==> config.mk <==
export PLATFORM = sky130hd
export DESIGN_NAME = demux18_deser
export DESIGN_NICKNAME = d
export VERILOG_FILES = /design/src/rtl/demux18_deser.sv
export SDC_FILE = /design/constraint.sdc
export NUM_CORES = 1
export LEC_CHECK = 0
export CORE_ASPECT_RATIO = 0.8
export CORE_UTILIZATION = 46
export DETAILED_ROUTE_END_ITERATION = 7
export PLACE_DENSITY = 0.77
export SLEW_MARGIN = 25
export SYNTH_ARGS = -nofsm -noshare
export SYNTH_HDL_FRONTEND = slang
export SYNTH_SLANG_ARGS = --single-unit
==> constraint.sdc <==
create_clock -name clk -period 1.7 [get_ports clk]
set_input_delay 0.34 -clock clk [delete_from_list [all_inputs] [get_ports clk]]
set_output_delay 0.34 -clock clk [all_outputs]
set_load 0.05 [all_outputs]
==> src/rtl/demux18_deser.sv <==
// demux18_deser: routes serial bits into an 8-bit parallel word.
// Bits are placed by an internal sequential counter or by an explicit index.
// A frame completes when all eight positions have been written. It is then
// held until the consumer accepts it.
module demux18_deser #(
  parameter int LSB_FIRST = 1
) (
  input  logic       clk,
  input  logic       rst_n,
  input  logic       in_bit,
  input  logic       in_valid,
  output logic       in_ready,
  input  logic       addr_mode,
  input  logic [2:0] sel,
  input  logic       clr,
  output logic [7:0] out_data,
  output logic [7:0] out_mask,
  output logic       out_valid,
  input  logic       out_ready
);

  typedef enum logic {COLLECT = 1'b0, HOLD = 1'b1} state_t;

  localparam logic [2:0] CNT_START = (LSB_FIRST != 0) ? 3'd0 : 3'd7;
  localparam logic [2:0] CNT_STEP  = (LSB_FIRST != 0) ? 3'd1 : 3'd7;

  state_t     state;
  state_t     state_nxt;
  logic [2:0] cnt;
  logic [2:0] idx;
  logic       accept;
  logic       handshake;
  logic [7:0] mask_set;

  assign accept    = in_valid & in_ready;
  assign handshake = out_valid & out_ready;
  assign idx       = addr_mode ? sel : cnt;
  assign mask_set  = out_mask | (8'd1 << idx);

  // State register: COLLECT while filling, HOLD while a full frame waits.
  always_ff @(posedge clk or negedge rst_n) begin
    if (!rst_n) begin
      state <= COLLECT;
    end else begin
      state <= state_nxt;
    end
  end

  // Next state: clr dominates, then completion, then the output handshake.
  always_comb begin
    state_nxt = state;
    if (clr) begin
      state_nxt = COLLECT;
    end else begin
      case (state)
        COLLECT: if (accept && (mask_set == 8'hFF)) state_nxt = HOLD;
        HOLD:    if (handshake) state_nxt = COLLECT;
        default: state_nxt = COLLECT;
      endcase
    end
  end

  // Handshake outputs depend only on the registered state.
  always_comb begin
    out_valid = (state == HOLD);
    in_ready  = (state == COLLECT);
  end

  // Frame datapath: write on accept, restart the frame on clr or handshake.
  always_ff @(posedge clk or negedge rst_n) begin
    if (!rst_n) begin
      out_data <= 8'h00;
      out_mask <= 8'h00;
      cnt      <= CNT_START;
    end else if (clr) begin
      out_mask <= 8'h00;
      cnt      <= CNT_START;
    end else if (accept) begin
      out_data[idx] <= in_bit;
      out_mask      <= mask_set;
      if (!addr_mode) begin
        cnt <= cnt + CNT_STEP;
      end
    end else if (handshake) begin
      out_mask <= 8'h00;
      cnt      <= CNT_START;
    end
  end

endmodule

### Where the registers sit

Other sequential cells in the stronger gray, the rest of the logic in the fainter gray.
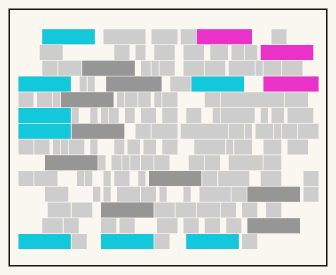
magenta -> `cnt`  # placed flops 3
cyan -> `out_data`  # placed flops 8
register area: 504 um^2
flip-flop and latch power: 0.564 mW
Layout Utilization: 76.5%
share of the final layout cell area in sequential cells: 33.3%

### Placement by cell class

Bar = 20 um.
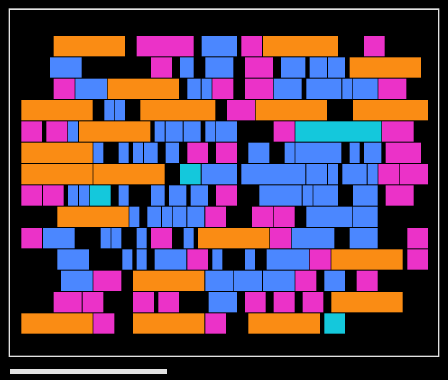
orange -> registers  # cells 20
magenta -> remaining buffers and delay cells  # cells 45
cyan -> clock drivers and dummy loads  # cells 4
blue -> remaining logic cells  # cells 75
final design instance area without fill: 1520 um^2
placement row count: 14

==> notes.org <==
#+TITLE: Synthesis and PnR summary

** Drt
- Routed length per instance :: 16.0 um
- Per the detail_route log, the uppermost layer with routed signals is met4.
- Count of routing violations after the opening detailed-route iteration :: 31
- Number of antenna-violating nets in the routed design :: 0
- The detailed router placed 919 vias in this run.
- M1 WL :: 1.23 mm
- Detail Route met2 WL :: 1.28 mm
- Wire length on met3 :: 152 um
- The script logs the ratio of routed vias to standard cells as 5.47.
- Number of design rule violations left after detail routing :: 0
- The first detailed-routing pass ran for 4 iterations.
- Wire length after detailed routing :: 2.69 mm

** Synthesis
- Synthesis warning total :: 0
- The cell-mix breakdown from Yosys lists the compound-gate area share as 11.9%.
- Avg Cell Area, Syn :: 10.5 um^2
- Fraction of the mapped netlist area in adder cells :: 1.23%
- Area figure in the yosys stat output :: 1020 um^2
- Multiplexer cells account for 12.8% of the synthesized area.
- By area, the combinational part of the netlist is dominated by simple AND/OR/NAND/NOR gates.
- Summing every instance area after synthesis gives 1020 um^2.
- Top area cell types :: sky130_fd_sc_hd__dfrtp_1 49%, sky130_fd_sc_hd__mux2_1 8.9%, sky130_fd_sc_hd__nand2_1 8.5%, sky130_fd_sc_hd__o32ai_2 3.2%, sky130_fd_sc_hd__nand3_1 2.5%
- In the Yosys stats the netlist draws on 35 distinct library cells.
- At floorplan, the net count of the design was reported as 108.
- XOR-XNOR Cells, Area Fraction :: 0.861%
- Async SR Flop Fraction :: 100%
- The cell type that accounts for the most area after synthesis is sky130_fd_sc_hd__dfrtp_1.
- Yosys top cell by instances :: sky130_fd_sc_hd__nand2_1
- Syn Inst Count :: 97
- Simple-Gate Fraction of Synth Area :: 20.7%
- Post-synth EDFFs :: 0
- Post-synthesis cell count from yosys :: 97
- Main flop type after synthesis :: sky130_fd_sc_hd__dfrtp_1
- Top-area cell type share of the netlist area :: 49.2%
- Flip-flop and latch count after synthesis :: 20
- For reference, the top cells by count after synthesis are 23 x sky130_fd_sc_hd__nand2_1, 20 x sky130_fd_sc_hd__dfrtp_1, 8 x sky130_fd_sc_hd__mux2_1, 5 x sky130_fd_sc_hd__inv_1, 5 x sky130_fd_sc_hd__nand3_1.
- Portion of the post-synthesis area used by sequential elements :: 49.2%

** Final timing
- Final cycle utilization of the critical path :: 95.5%
- Pin slew with the least headroom to its limit :: 0.448 ns
- Final worst clock skew :: 0.00164 ns
- The final max-slew violation count recorded for this run is 0.
- In the final report, the number of hold violations comes to 0.
- Setup total negative slack on the finished layout was measured at 0 ns.
- In the final report, the number of endpoints failing setup comes to 0.
- Worst Slack Setup Final :: 0.0760 ns
- For this run, the top clock speed supported by timing is 616 MHz.
- In this run the tightest slew margin relative to its limit is 70.1%.
- Unrepaired setup endpoints after global routing :: false
- Final critical delay including setup and external delays :: 1.62 ns

** Setup path
- Buffer and inverter count on the worst path :: 1
- STA lists the maximum fanout along the critical path as 5.
- Crit path max-delay cell type :: sky130_fd_sc_hd__dfrtp_2
- For flop-to-flop paths, the worst setup slack is 0.08 ns.
- STA classifies the critical path endpoint as a flip-flop.
- Worst Setup SP :: cnt[2]
- Number of cells on the critical path :: 4
- Worst Reg-to-Reg Cells :: 4
- The worst register-to-register path begins at cnt[2].
- Destination of the worst register-to-register timing path :: out_data[7]
- For this run, the slowest stage of the critical path takes 0.44 ns.
- CP Launch Type :: flip-flop
- Required time at the worst-slack endpoint :: 1.91 ns
- Data arrives at the worst endpoint at 1.84 ns.
- Cells along the critical path :: inv_1 -> o32a_1 -> nor3_2 -> mux2_4
- CP endpoint :: out_data[7]
- Crit Path Class :: flip-flop to flip-flop
- The timing report attributes the biggest portion of critical-path delay to flip-flops.

** GRT
- met2 is the most crowded layer.
- Number of antenna violations at the first check in global routing :: 0
- Global routing used 32.7% of the available met1 tracks.
- Pin count of the biggest net entering global routing :: 21
- The global route stage reports its total congestion overflow as 0.
- GRT met2 Usage :: 38.0%
- Vias in the first global route :: 907
- Global-route wire length before repair :: 4.08 mm
- Global routing used 25.0% of the available tracks across all layers.
- For this run, global-route usage on met3 was measured as 7.22%.

** Layout
- In the final layout, the share of cells above drive strength 1 is 40.3%.
- Most common logic cell in the routed design :: sky130_fd_sc_hd__buf_4
- Per the layout report, the design carries 138 filler cells.
- Registers with the highest flip-flop counts :: out_data (8), out_mask (8), cnt (3)
- Signed area change from the synthesized netlist to the final layout :: 49.0%
- Most frequently placed logic cells in the final layout :: 34 x sky130_fd_sc_hd__buf_4, 23 x sky130_fd_sc_hd__nand2_1, 17 x sky130_fd_sc_hd__dfrtp_1
- Final net count :: 156
- For this run, the script counts the antenna cells in the layout as 0.
- The layout report lists the multi-input gate area as 527 um^2.

** Job
- The tool warning count for the run is 27.
- Count of max-cap constraint violations :: 0

** Place
- Detailed placer's ending HPWL :: 1.80 mm
- Routability-driven placement finished with a final weighted congestion of 0.818.
- The count of buffers added on input and output ports is 27.
- Detailed placement reports a standard cell area of 1400 um^2.
- Dpl ws :: -0.393 ns

** Floorplan
- The die covers 2400 um^2.
- The share of the core area taken by cells at floorplan is 51.4%.
- Per the OpenROAD floorplan log, the height of the die is 44.1 um.
- The core region is 1980 um^2.
- Die outline width :: 54.6 um
- Pin placement for this block handled 28 I/O pins.

** Power and ir drop
- Clock network fraction of design power :: 28.6%
- IR Drop Worst-Case VDD :: 0.936 mV
- Part of the power in combinational logic :: 31.4%
- Clock group power :: 0.403 mW
- Comb. pwr :: 0.444 mW
- Power density normalized to cell area :: 931 nW/um^2
- Sequential cells account for 40.0% of the total power.
- Leading power group :: sequential cells
- Pint :: 0.928 mW
- Total leakage power :: 0.766 nW
- Net switching power of the design :: 0.483 mW
- The switching portion of total power comes to 34.2%.

** Clocking
- CTS tree :: done
- Clock slew at the register clock pins of the worst setup and hold paths :: 0.12 ns
- The skew report gives the latency at the later pin of the worst-skew pair as 0.32 ns.
- Per the CTS log, the maximum H-tree level is 1.
- The tree is rooted in a sky130_fd_sc_hd__clkbuf_4.
- Max Buffers Root-to-Sink :: 2
- Clock buffers created by TritonCTS :: 3
- TritonCTS Sinks :: 20

** Worst hold path
- Min-delay worst type :: input port to asynchronous set/reset pin

** Run status
- Run status :: finished clean
-- final cells by class --
type | instances | area share (%)
multi-input combinational | 70 | 34.8
inverter | 5 | 1.49
clock buffer | 3 | 1.49
tap | 24 | 1.98
clock inverter | 1 | 1.98
sequential | 20 | 33.3
timing repair buffer | 45 | 25.0
-- repair_timing --
action | CTS | global route
hold buffers | 0 | 0
setup endpoints to repair | 3 | 9
pin swaps | 0 | 2
cloned | 0 | 1
resized | 5 | 8
buffers inserted | 0 | 2
-- stage by stage --
| stage | std cells | hold WS [ns] | power [mW] |
|---|---|---|---|
| floorplan | 97 | 0.0444 | 0.830 |
| global placement | 161 | 0.474 | 0.990 |
| detailed placement | 161 | 0.484 | 1.00 |
| CTS | 165 | 0.348 | 1.40 |
| global route | 168 | 0.371 | 1.46 |
| finish | 168 | 0.346 | 1.41 |
Power figures rest on the tool's default switching activity, not on a simulated workload.
